==> config.mk <==
export PLATFORM = sky130hd
export DESIGN_NAME = irq_ctrl
export DESIGN_NICKNAME = d
export VERILOG_FILES = /design/src/rtl/irq_ctrl.sv
export SDC_FILE = /design/constraint.sdc
export NUM_CORES = 1
export LEC_CHECK = 0
export CAP_MARGIN = 0
export CORE_ASPECT_RATIO = 1.25
export CORE_MARGIN = 2
export CORE_UTILIZATION = 30
export CTS_CLUSTER_SIZE = 8
export DETAILED_ROUTE_END_ITERATION = 6
export RECOVER_POWER = 25
export SYNTH_ARGS = -nofsm -noshare
export SYNTH_HDL_FRONTEND = slang
export SYNTH_SLANG_ARGS = --single-unit
export TNS_END_PERCENT = 50
==> constraint.sdc <==
create_clock -name clk -period 2.01 [get_ports clk]
set_input_delay 0.201 -clock clk [delete_from_list [all_inputs] [get_ports clk]]
set_output_delay 0.201 -clock clk [all_outputs]
set_load 0.005 [all_outputs]
==> src/rtl/irq_ctrl.sv <==
// irq_ctrl: synchronises, latches, masks and prioritises interrupt sources and
// runs the I_Req/IACK handshake with the core. Ports: clk, reset (async, active
// low), irq_src, data bus (Data_addr/Wdata/we -> rd_data), I_Req, IACK.
module irq_ctrl #(
  parameter int          NSRC        = 8,
  parameter logic [31:0] BASE_ADDR   = 32'hFFFF_0000,
  parameter int          SYNC_STAGES = 2
) (
  input  logic            clk,
  input  logic            reset,
  input  logic [NSRC-1:0] irq_src,
  input  logic [31:0]     Data_addr,
  input  logic [31:0]     Wdata,
  input  logic [3:0]      we,
  output logic [31:0]     rd_data,
  output logic            I_Req,
  input  logic            IACK
);

  localparam logic [31:0] VMASK =
    (NSRC >= 32) ? 32'hFFFF_FFFF : ((32'h1 << NSRC) - 32'h1);

  typedef enum logic [1:0] {
    IDLE,
    REQ,
    WAIT_LOW,
    GAP
  } state_t;

  state_t      state;
  logic [31:0] sync_q [SYNC_STAGES];
  logic [31:0] prev_q;
  logic [31:0] mask_q;
  logic [31:0] edge_q;
  logic [31:0] pend_q;
  logic [31:0] cause_q;
  logic [4:0]  cur_id;
  logic        ireq_q;

  logic [31:0] src;
  logic [31:0] synced;
  logic [31:0] rise;
  logic        hit;
  logic        wr;
  logic [1:0]  sel;
  logic [31:0] wdat;
  logic [31:0] req_v;
  logic        any;
  logic [4:0]  low_id;
  logic        ack;
  logic [31:0] ack_clr;
  logic [31:0] w1c;
  logic [31:0] pend_d;

  assign src    = 32'(irq_src);
  assign synced = sync_q[SYNC_STAGES-1];
  assign rise   = synced & ~prev_q;

  // Only aligned word addresses inside the window decode.
  assign hit  = (Data_addr[31:4] == BASE_ADDR[31:4]) &&
                (Data_addr[1:0] == 2'b00);
  assign wr   = hit && (we == 4'b1111);
  assign sel  = Data_addr[3:2];
  assign wdat = Wdata & VMASK;

  assign req_v = pend_q & mask_q;
  assign any   = |req_v;

  always_comb begin
    low_id = 5'd0;
    for (int i = 31; i >= 0; i--) begin
      if (req_v[i]) low_id = 5'(i);
    end
  end

  assign ack     = (state == REQ) && IACK;
  assign ack_clr = (ack && edge_q[cur_id]) ? (32'h1 << cur_id) : 32'h0;
  assign w1c     = (wr && sel == 2'd1) ? wdat : 32'h0;

  // Edge bits: a new rise beats any clear; level bits track the synced input.
  assign pend_d = VMASK &
    ((edge_q & ((pend_q & ~(w1c | ack_clr)) | rise)) |
     (~edge_q & synced));

  always_comb begin
    rd_data = 32'h0;
    if (hit) begin
      case (sel)
        2'd0:    rd_data = mask_q;
        2'd1:    rd_data = pend_q;
        2'd2:    rd_data = cause_q;
        default: rd_data = edge_q;
      endcase
    end
  end

  always_ff @(posedge clk or negedge reset) begin
    if (!reset) begin
      for (int i = 0; i < SYNC_STAGES; i++) sync_q[i] <= 32'h0;
      prev_q <= 32'h0;
    end else begin
      sync_q[0] <= src;
      for (int i = 1; i < SYNC_STAGES; i++) sync_q[i] <= sync_q[i-1];
      prev_q <= synced;
    end
  end

  always_ff @(posedge clk or negedge reset) begin
    if (!reset) begin
      mask_q  <= 32'h0;
      edge_q  <= VMASK;
      pend_q  <= 32'h0;
      cause_q <= 32'h0;
    end else begin
      pend_q <= pend_d;
      if (wr && sel == 2'd0) mask_q <= wdat;
      if (wr && sel == 2'd3) edge_q <= wdat;
      if (ack) cause_q <= {1'b1, 26'h0, cur_id};
      else if (wr && sel == 2'd2) cause_q <= 32'h0;
    end
  end

  always_ff @(posedge clk or negedge reset) begin
    if (!reset) begin
      state  <= IDLE;
      cur_id <= 5'd0;
      ireq_q <= 1'b0;
    end else begin
      case (state)
        IDLE: begin
          if (any) begin
            cur_id <= low_id;
            ireq_q <= 1'b1;
            state  <= REQ;
          end
        end
        REQ: begin
          if (IACK) begin
            ireq_q <= 1'b0;
            state  <= WAIT_LOW;
          end
        end
        WAIT_LOW: begin
          if (!IACK) state <= GAP;
        end
        GAP:     state <= IDLE;
        default: state <= IDLE;
      endcase
    end
  end

  assign I_Req = ireq_q;

endmodule

**Run 1: close-up of the layout**

Region (31, 64) to (61, 94) um. Cells in gray, sequential cells in the stronger gray; small squares are vias.
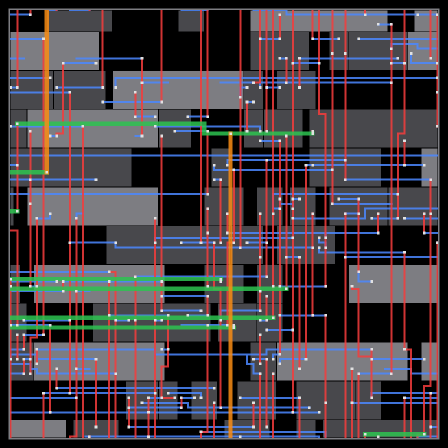
Key: orange = metal 4; green = metal 3; blue = metal 1; red = metal 2
Netlist names of flops here include mask_q (3). 46 logic cells have their middle in the window. Sequential cells in the window: 9. Most frequent: dfrtp_1 (8), buf_4 (6).

**Run 1: the metal 1 layer**

(3 px per um) Supply wires on this layer in gray.
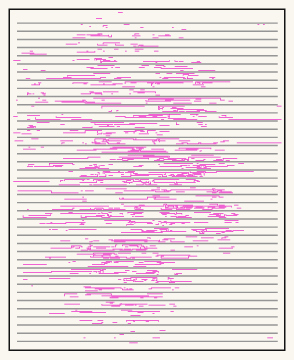
The longest straight run is 42.3 um. The layer carries 2,810 um of wire. 337 nets have wire on it.
met1 GRT Util: 16.86%
total number of vias: 2,268
final wirelength: 7.167 mm

**Run 1: congestion heat map**

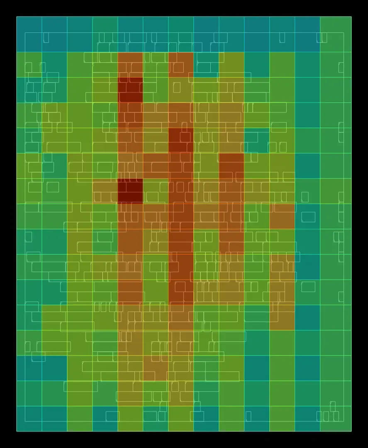
M3 GR Usage: 4.461%
GRT Util Overall: 14.47%
WL per Instance: 15.18 um
met2 global-route usage: 25.43%
post-layout util: 43.47%

==> results.py, run 1 <==
# Physical implementation metrics
metrics = {
    "critical_path": {
        "reg2reg_to": "pend_q[0]",
        "start_kind": "primary input",
        "cp.depth": 5,
        "required_ps": 1810,
        "crit_end": "rd_data[1]",
        "cp-startpoint": "Data_addr[2]",
    },
    "logic_synthesis": {
        "ys_cells": 258,
        "yosysTopAreaCellShare_pct": 43.74,
        "synth_flops": 58,
        "synth.logic.top_family": "simple AND/OR/NAND/NOR gates",
        "async_reset_ff_share_pct": 100.0,
        "synth-adder-area-share_pct": 1.312,
        "largest_area_cell": "dfrtp_1",
        "yosys_area_mm2": 0.002860,
    },
    "outcome": {
        "status": "finished, final reports clean",
    },
    "routing": {
        "drtIter0Drc": 123,
        "top_layer": "met4",
    },
    "cells_and_area": {
        "drive_gt1_share_pct": 25.50,
        "syn_to_final_growth_pct": 40.16,
    },
    "timing": {
        "setup_viol": 0,
        "finalClockSkew_ps": 8.552,
        "finalSetupTns_ps": 0,
        "min_period_over_period_pct": 95.60,
        "period_minus_slack_ps": 1922,
    },
    "floorplanning": {
        "ioPinCount": 112,
        "die_width_um": 91.34,
        "num_rows": 39,
        "fp_util_pct": 31.01,
        "fp.dieH_um": 113.2,
    },
    "clock_network": {
        "post_cts_resized": 64,
        "clock_sinks": 58,
        "root_buffer": "clkbuf_16",
    },
    "pwr": {
        "cellPowerDensity_mw_per_mm2": 780.3,
        "ir_drop_v": 0.0004671,
    },
    "place": {
        "port_buffers": 64,
        "place_congestion": 0.8294,
    },
    "grt": {
        "grt_max_degree": 38,
        "antenna_found_initial": 0,
        "grt_pass1_vias": 2272,
    },
    "flow_run": {
        "warnings": 52,
    },
}
run 1: power by group:
part	total (mW)	internal, mW	switching, mW	leakage (nW)
Sequential	1.27	1.23	0.0403	0.693
Clock	1.40	0.892	0.506	0.145
Combinational	0.455	0.229	0.226	0.965
run 1: layout make-up:
| type | instances | area, um2 |
|---|---|---|
| Sequential cell | 58 | 1461 |
| Clock inverter | 5 | 28.78 |
| Multi-Input combinational cell | 185 | 1311 |
| Inverter | 4 | 15.01 |
| Fill cell | 887 | 5214 |
| Timing Repair Buffer | 86 | 785.8 |
| Tap cell | 123 | 153.9 |
| Clock buffer | 11 | 252.7 |
run 1: placed cells by master (no fill, tap or decap), types with 5 or more instances in the layout:
cell type and instances:
a21oi_1 5, a31oi_1 5, buf_2 7, buf_4 17, clkbuf_16 9, clkdlybuf4s15_1 5, clkdlybuf4s50_1 20, conb_1 23
dfrtp_1 50, dfstp_2 8, dlygate4sd2_1 13, dlygate4sd3_1 9, dlymetal6s2s_1 7, mux2_2 17, mux2i_1 6, nand2_1 24
nand3_1 10, nor2_1 11, nor2b_1 5, nor3_1 9, o21ai_0 11
run 1: worst min-delay path by stage:
stage,start,endpoint,slack (ps),cells past startpoint
3_3_place_gp,reset,sync_q[33],230,1
5_1_grt,sync_q[38],synced[6],360,0
6_report,sync_q[38],synced[6],350,0
2_1_floorplan,reset,I_Req,-90,0
4_1_cts,irq_src[6],sync_q[38],310,1
3_5_place_dp,reset,sync_q[33],230,1
run 1: through the flow:
| stage | hold slack, ps | power, mW | cells |
|---|---|---|---|
| after global routing | 359.4 | 3.292 | 472 |
| after floorplan | -94.59 | 1.560 | 280 |
| after global placement | 226.9 | 1.742 | 450 |
| final | 345.7 | 3.128 | 472 |
| after CTS | 307.8 | 3.165 | 472 |
| after detailed placement | 233.5 | 1.759 | 450 |
**Run 1: logic cells by family**

(4 px per um)
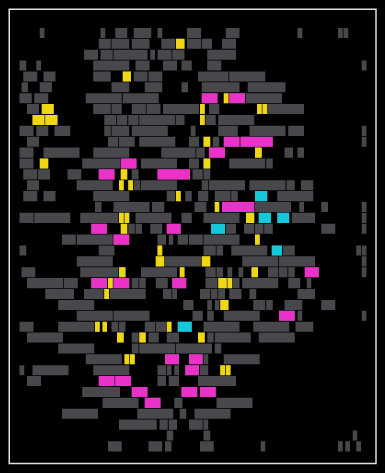

--- run 2 (diff from run 1) ---
CORE_MARGIN = default   (was 2)
CORE_UTILIZATION = 44   (was 30)
GPL_TIMING_DRIVEN = 0   (was default)
PLACE_DENSITY = 0.81   (was default)
**Run 2: logic cells by family**

(4 px per um)
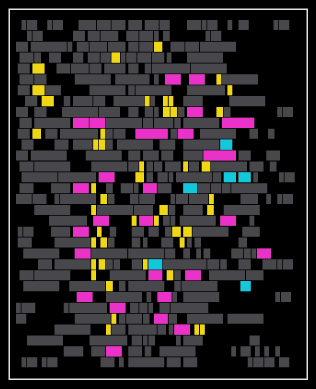
Key: magenta = multiplexers [cells 26]; cyan = AND-OR and OR-AND gates [cells 6, where east]; yellow = NAND gates [cells 45]
Commonest Layout Cell: dfrtp_1
Post-Layout Cell Count: 452
logic share of the area: 32.96%

**Run 2: congestion heat map**

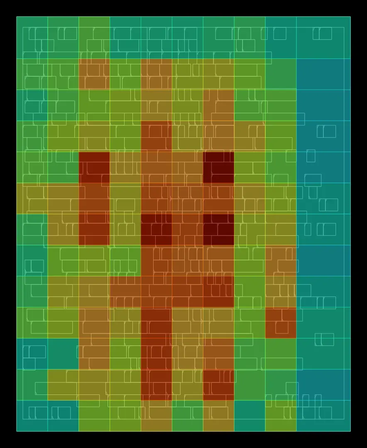
M3 GR Usage: 4.945%
met1 GRT Util: 27.06%
post-layout util: 63.99%

**Run 2: metal layers overlaid**

(4 px per um) Only two layers are drawn.
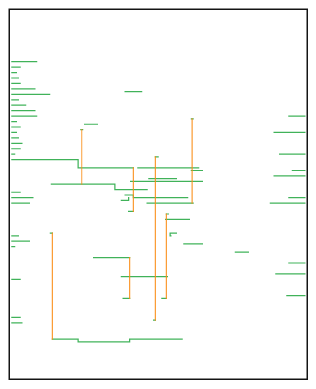
Key: orange = metal 4 [wire length 144 um]; green = metal 3 [wire length 353 um]
WL per Instance: 14.57 um
GRT Util Overall: 21.05%
final wirelength: 6.584 mm

==> run 2 against run 1 <==
Against the previous run:
- the flow now finishes with violations (capacitance limit, slew limit)
- clock-buffer cell count rose by 3
- register-to-register slack got worse by 20 ps
- core utilization rose by 21 points
- routed wire length fell by 8.1%
- sequential cell count did not move
- non-clock buffer count rose by 18
- via count rose by 3.2%
- sequential power barely moved
- critical path type unchanged
- highest routed layer unchanged
==> results.py, run 2 <==
# Physical implementation metrics
metrics = {
    "outcome": {
        "status": "complete, but fails checks",
        "violations": "capacitance limit, slew limit",
    },
    "flow_run": {
        "max_cap_violations": 1,
        "warnings": 52,
    },
    "critical_path": {
        "reg2reg_to": "pend_q[0]",
        "start_kind": "primary input",
    },
    "cells_and_area": {
        "final_cell_mix": "50 x dfrtp_1, 30 x buf_4, 24 x nand2_1, 23 x conb_1, 20 x dlygate4sd2_1",
        "syn_to_final_growth_pct": 38.85,
    },
    "pwr": {
        "comb_power_uw": 475,
        "cellPowerDensity_mw_per_mm2": 708.8,
        "power.group.top": "registers",
        "seqPwrFrac_pct": 45.2,
        "switchingPower_uw": 701.6,
        "p_int_mw": 2.113,
        "ir_drop_v": 0.0005067,
        "pwr-share-comb_pct": 16.9,
    },
    "timing": {
        "finalSetupTns_ps": 0,
        "hold_ws_ps": 300.6,
        "finalClockSkew_ps": 8.348,
        "min_period_over_period_pct": 96.12,
        "slew_violations": 27,
    },
    "grt": {
        "grt_use_met2_pct": 34.09,
        "grt_pass1_vias": 2260,
        "grt_max_degree": 32,
        "antenna_found_initial": 0,
    },
    "logic_synthesis": {
        "synth_flops": 58,
        "ys_cells": 258,
        "async_reset_ff_share_pct": 100.0,
        "yosysTopAreaCellShare_pct": 43.74,
        "largest_area_cell": "dfrtp_1",
        "yosys_area_mm2": 0.002860,
    },
    "floorplanning": {
        "num_rows": 32,
        "die_width_um": 74.12,
        "fp.dieH_um": 92.15,
        "ioPinCount": 112,
    },
    "place": {
        "port_buffers": 61,
    },
    "routing": {
        "top_layer": "met4",
        "vias": 2341,
        "drtIter0Drc": 129,
    },
    "worst_hold_path": {
        "min_to": "I_Req",
        "whs_path_depth": 3,
    },
    "clock_network": {
        "clock_sinks": 58,
    },
}
run 2: cell counts after synthesis:
Identical to the previous run, type by type.
run 2: worst max-delay path by stage:
stage | start | to | slack (ps) | depth (start not counted)
3_5_place_dp | Data_addr[0] | rd_data[31] | -950 | 8
4_1_cts | Data_addr[6] | rd_data[2] | 20 | 8
5_1_grt | Data_addr[28] | rd_data[6] | 20 | 7
6_report | Data_addr[1] | rd_data[6] | 80 | 7
3_3_place_gp | Data_addr[0] | rd_data[31] | -930 | 8
2_1_floorplan | Data_addr[0] | cause_q[0] | 2 | 6
run 2: kinds of logic (layout without fill, tap and decap cells):
| kind of cell | count (synthesis) | after routing | share of synthesized area [%] |
|---|---|---|---|
| adder cells (fa/ha/maj) | 3 | 3 | 1.312 |
| multiplexers | 26 | 26 | 11.15 |
| flip-flops | 58 | 58 | 51.09 |
| AND/OR/NAND/NOR | 89 | 90 | 17.24 |
| buffers and inverters | 38 | 124 | 8.661 |
| other | 1 | 23 | 0.1311 |
| AND-OR/OR-AND | 43 | 43 | 10.41 |
run 2: area by class of cell:
| class | count | area (um2) |
|---|---|---|
| Clock inverter | 2 | 35.03 |
| Multi-Input combinational cell | 185 | 1309 |
| Timing Repair Buffer | 72 | 660.6 |
| Tap cell | 85 | 106.4 |
| Fill cell | 502 | 2235 |
| Sequential cell | 58 | 1461 |
| Clock buffer | 14 | 162.7 |
| Buffer | 32 | 221.5 |
| Inverter | 4 | 15.01 |
run 2: tightest hold or removal path: cells and delay by family:
family	cells	cell delay, ps
AOI/OAI and AO/OA	2	230
buffers and inverters	1	170
run 2: repair_timing:
item,in CTS,in global routing
resized,66,16
pin swaps,15,7
hold buffers,1,0
gates cloned,1,0
buffers inserted,9,0
endpoints found under the hold margin,23,0
setup endpoints to repair,28,24
Power is estimated from default activity; no workload was simulated.
